`config.mk`:
```
export PLATFORM = sky130hd
export DESIGN_NAME = capture_sequencer
export DESIGN_NICKNAME = d
export VERILOG_FILES = /design/src/rtl/capture_sequencer.sv
export SDC_FILE = /design/constraint.sdc
export NUM_CORES = 1
export LEC_CHECK = 0
export ABC_AREA = 1
export CAP_MARGIN = 20
export CORE_MARGIN = 2
export CORE_UTILIZATION = 45
export DETAILED_ROUTE_END_ITERATION = 6
export PLACE_DENSITY = 0.68
export SLEW_MARGIN = 40
export SYNTH_ARGS = -nofsm -noshare
export SYNTH_HDL_FRONTEND = slang
export SYNTH_SLANG_ARGS = --single-unit
```
`constraint.sdc`:
```
create_clock -name clk_i -period 5.2 [get_ports clk_i]
set_clock_uncertainty 0.15 [all_clocks]
set_input_delay 1.04 -clock clk_i [delete_from_list [all_inputs] [get_ports clk_i]]
set_output_delay 1.04 -clock clk_i [all_outputs]
set_load 0.01 [all_outputs]
```
`src/rtl/capture_sequencer.sv`:
```
// Capture sequencer: arms on host command, qualifies a synchronised trigger edge,
// strobes the capture buffer, tracks capture/accumulate handshakes per event,
// enforces a hold-off between events and hands the acquisition to the transmit path.
// Optional build macro CAPTURE_TIMEOUT_EN adds a watchdog on CAPTURE/ACCUM.
module capture_sequencer #(
    parameter int unsigned CNT_W          = 8,
    parameter int unsigned HOLD_W         = 16,
    parameter int unsigned TIMEOUT_CYCLES = 1000000
) (
    input  logic              clk_i,
    input  logic              rst_ni,
    input  logic              arm_i,
    input  logic              abort_i,
    input  logic [CNT_W-1:0]  num_events_i,
    input  logic [HOLD_W-1:0] holdoff_i,
    input  logic              trig_in_i,
    input  logic              trig_falling_i,
    input  logic              capture_done_i,
    input  logic              accum_done_i,
    input  logic              tx_ready_i,
    input  logic              tx_done_i,
    output logic              capture_strobe_o,
    output logic              tx_start_o,
    output logic              busy_o,
    output logic [CNT_W-1:0]  event_count_o,
    output logic              seq_error_o
);

    typedef enum logic [2:0] {
        StIdle, StArmed, StCapture, StAccum, StHoldoff, StTxWait, StTx
    } state_e;

    localparam logic [CNT_W-1:0] CountMax = '1;

    state_e             state_q, state_d;
    logic [CNT_W-1:0]   target_q, target_d;
    logic [HOLD_W-1:0]  hold_q, hold_d;
    logic [HOLD_W-1:0]  hcnt_q, hcnt_d;
    logic [CNT_W-1:0]   count_q, count_d;
    logic               err_q, err_d;
    logic               strobe_q, strobe_d;
    logic               txs_q, txs_d;
    logic               s1_q, s2_q, s3_q;
    logic               trig_edge;
    logic               timeout;

    // Two-flop synchroniser plus a delay flop for edge detection.
    always_ff @(posedge clk_i or negedge rst_ni) begin
        if (!rst_ni) begin
            s1_q <= 1'b0;
            s2_q <= 1'b0;
            s3_q <= 1'b0;
        end else begin
            s1_q <= trig_in_i;
            s2_q <= s1_q;
            s3_q <= s2_q;
        end
    end

    assign trig_edge = trig_falling_i ? (~s2_q & s3_q) : (s2_q & ~s3_q);

`ifdef CAPTURE_TIMEOUT_EN
    localparam int unsigned WdogW = $clog2(TIMEOUT_CYCLES + 1);
    localparam logic [WdogW-1:0] WdogLast = WdogW'(TIMEOUT_CYCLES - 1);

    logic [WdogW-1:0] wdog_q, wdog_d;

    // Watchdog fires on the last cycle of the allowed CAPTURE/ACCUM residency.
    always_comb begin
        timeout = ((state_q == StCapture) || (state_q == StAccum)) && (wdog_q == WdogLast);
    end

    // Watchdog counts only while parked in CAPTURE/ACCUM; any state change clears it.
    always_comb begin
        wdog_d = '0;
        if ((state_d == state_q) && ((state_q == StCapture) || (state_q == StAccum))) begin
            wdog_d = wdog_q + 1'b1;
        end
    end

    // Watchdog counter register.
    always_ff @(posedge clk_i or negedge rst_ni) begin
        if (!rst_ni) begin
            wdog_q <= '0;
        end else begin
            wdog_q <= wdog_d;
        end
    end
`else
    assign timeout = 1'b0;
`endif

    // Next-state, counters, error flag and output pulses.
    always_comb begin
        state_d  = state_q;
        target_d = target_q;
        hold_d   = hold_q;
        hcnt_d   = hcnt_q;
        count_d  = count_q;
        err_d    = err_q;
        strobe_d = 1'b0;
        txs_d    = 1'b0;

        // Handshakes arriving in the wrong state are flagged but otherwise ignored.
        if ((capture_done_i && (state_q != StCapture)) ||
            (accum_done_i && (state_q != StAccum)) ||
            (tx_done_i && (state_q != StTx))) begin
            err_d = 1'b1;
        end

        unique case (state_q)
            StIdle: begin
                if (arm_i) begin
                    target_d = (num_events_i == '0) ? CNT_W'(1) : num_events_i;
                    hold_d   = holdoff_i;
                    count_d  = '0;
                    err_d    = 1'b0;
                    state_d  = StArmed;
                end
            end
            StArmed: begin
                if (trig_edge) begin
                    strobe_d = 1'b1;
                    state_d  = StCapture;
                end
            end
            StCapture: begin
                if (capture_done_i) state_d = StAccum;
            end
            StAccum: begin
                if (accum_done_i) begin
                    count_d = (count_q == CountMax) ? count_q : count_q + 1'b1;
                    if (count_d == target_q) begin
                        state_d = StTxWait;
                    end else if (hold_q == '0) begin
                        state_d = StArmed;
                    end else begin
                        hcnt_d  = hold_q;
                        state_d = StHoldoff;
                    end
                end
            end
            StHoldoff: begin
                if (hcnt_q <= HOLD_W'(1)) begin
                    state_d = StArmed;
                end else begin
                    hcnt_d = hcnt_q - 1'b1;
                end
            end
            StTxWait: begin
                if (tx_ready_i) begin
                    txs_d   = 1'b1;
                    state_d = StTx;
                end
            end
            StTx: begin
                if (tx_done_i) state_d = StIdle;
            end
            default: state_d = StIdle;
        endcase

        if (timeout) begin
            err_d   = 1'b1;
            state_d = StIdle;
        end

        // Abort overrides everything: no pulses, no arm, error flag and count retained.
        if (abort_i) begin
            state_d  = StIdle;
            strobe_d = 1'b0;
            txs_d    = 1'b0;
            target_d = target_q;
            hold_d   = hold_q;
            count_d  = count_q;
            err_d    = err_q;
        end
    end

    // Sequencer state and registered outputs.
    always_ff @(posedge clk_i or negedge rst_ni) begin
        if (!rst_ni) begin
            state_q  <= StIdle;
            target_q <= '0;
            hold_q   <= '0;
            hcnt_q   <= '0;
            count_q  <= '0;
            err_q    <= 1'b0;
            strobe_q <= 1'b0;
            txs_q    <= 1'b0;
        end else begin
            state_q  <= state_d;
            target_q <= target_d;
            hold_q   <= hold_d;
            hcnt_q   <= hcnt_d;
            count_q  <= count_d;
            err_q    <= err_d;
            strobe_q <= strobe_d;
            txs_q    <= txs_d;
        end
    end

    assign capture_strobe_o = strobe_q;
    assign tx_start_o       = txs_q;
    assign busy_o           = (state_q != StIdle);
    assign event_count_o    = count_q;
    assign seq_error_o      = err_q;

endmodule

```
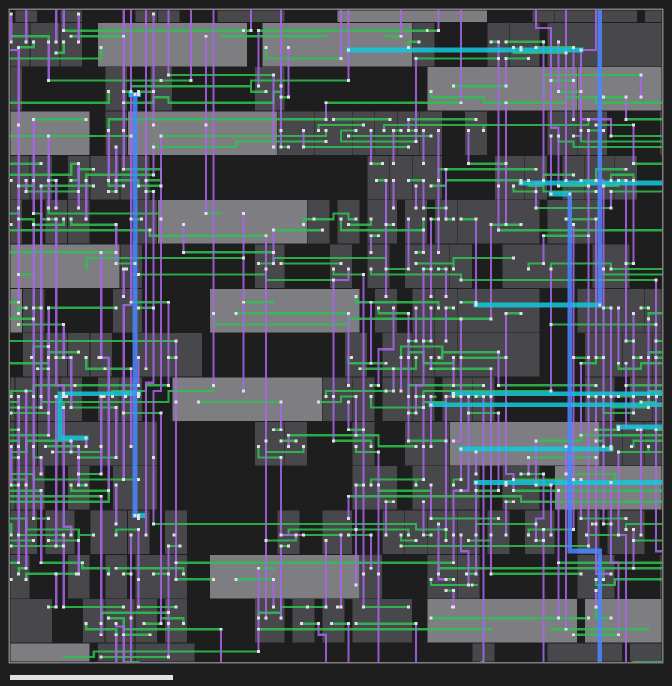
Figure 1: close-up of the layout.
Scale bar: 10 um. Window x 25 to 65, y 7 to 47 um. Cells in gray, sequential cells in the stronger gray; small squares are vias.
legend:
  green:
    layer: metal 1
  cyan:
    layer: metal 3
  purple:
    layer: metal 2
  blue:
    layer: metal 4
most frequent: nand2_1 (42), inv_1 (20)
netlist names of flops here include: target_q (6), event_count_o (4), hcnt_q (2)
cells with their middle in the window: 148
sequential cells in the window: 15

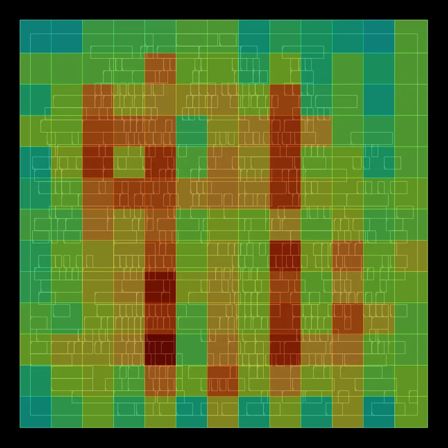
Figure 2: track usage over the die.
WL/cell: 12.9 um
met3 Use GR: 0.0369
most used routing layer: met2

==> flow_metrics.py <==
# Generated from Yosys and OpenROAD reports
metrics = {
    "power_and_ir_drop": {
        "powerComb_mw": 0.724,
        "power.density_nw_per_um2": 460,
    },
    "detailed_routing": {
        "dr.first_iter.drc_count": 150,
        "met2WireLength_um": 3780,
    },
    "critical_path": {
        "slowest_delay_ns": 0.47,
        "required_ns": 4.01,
        "regToRegSetupSlack_ns": 2.63,
    },
    "global_routing": {
        "use_met2": 0.336,
        "overflow": 0,
    },
    "placement": {
        "io_buffers": 45,
        "placed_area_um2": 3860,
    },
    "floorplanning": {
        "rows": 31,
    },
    "final_timing": {
        "finalSetupViolCount": 0,
        "period_needed_ns": 2.87,
        "rsz0062_at_grt": "false",
    },
    "cells_and_area": {
        "final_util": 0.567,
        "stdcell_count": 620,
        "area_growth_pct": 22.7,
        "comb_area_frac": 0.396,
        "comb_cells": 338,
        "top_regs": "hcnt_q (16), hold_q (16)",
        "inverters": 62,
    },
    "clocking": {
        "worstSkewPairLatency_ns": 0.34,
        "htreeDepth": 3,
        "clk_pin_slew_worst_paths_ns": 0.07,
    },
    "status": {
        "status": "finished clean",
    },
    "logic_synthesis": {
        "postSynthSeqShare": 0.428,
        "xor_share": 0.00525,
    },
}
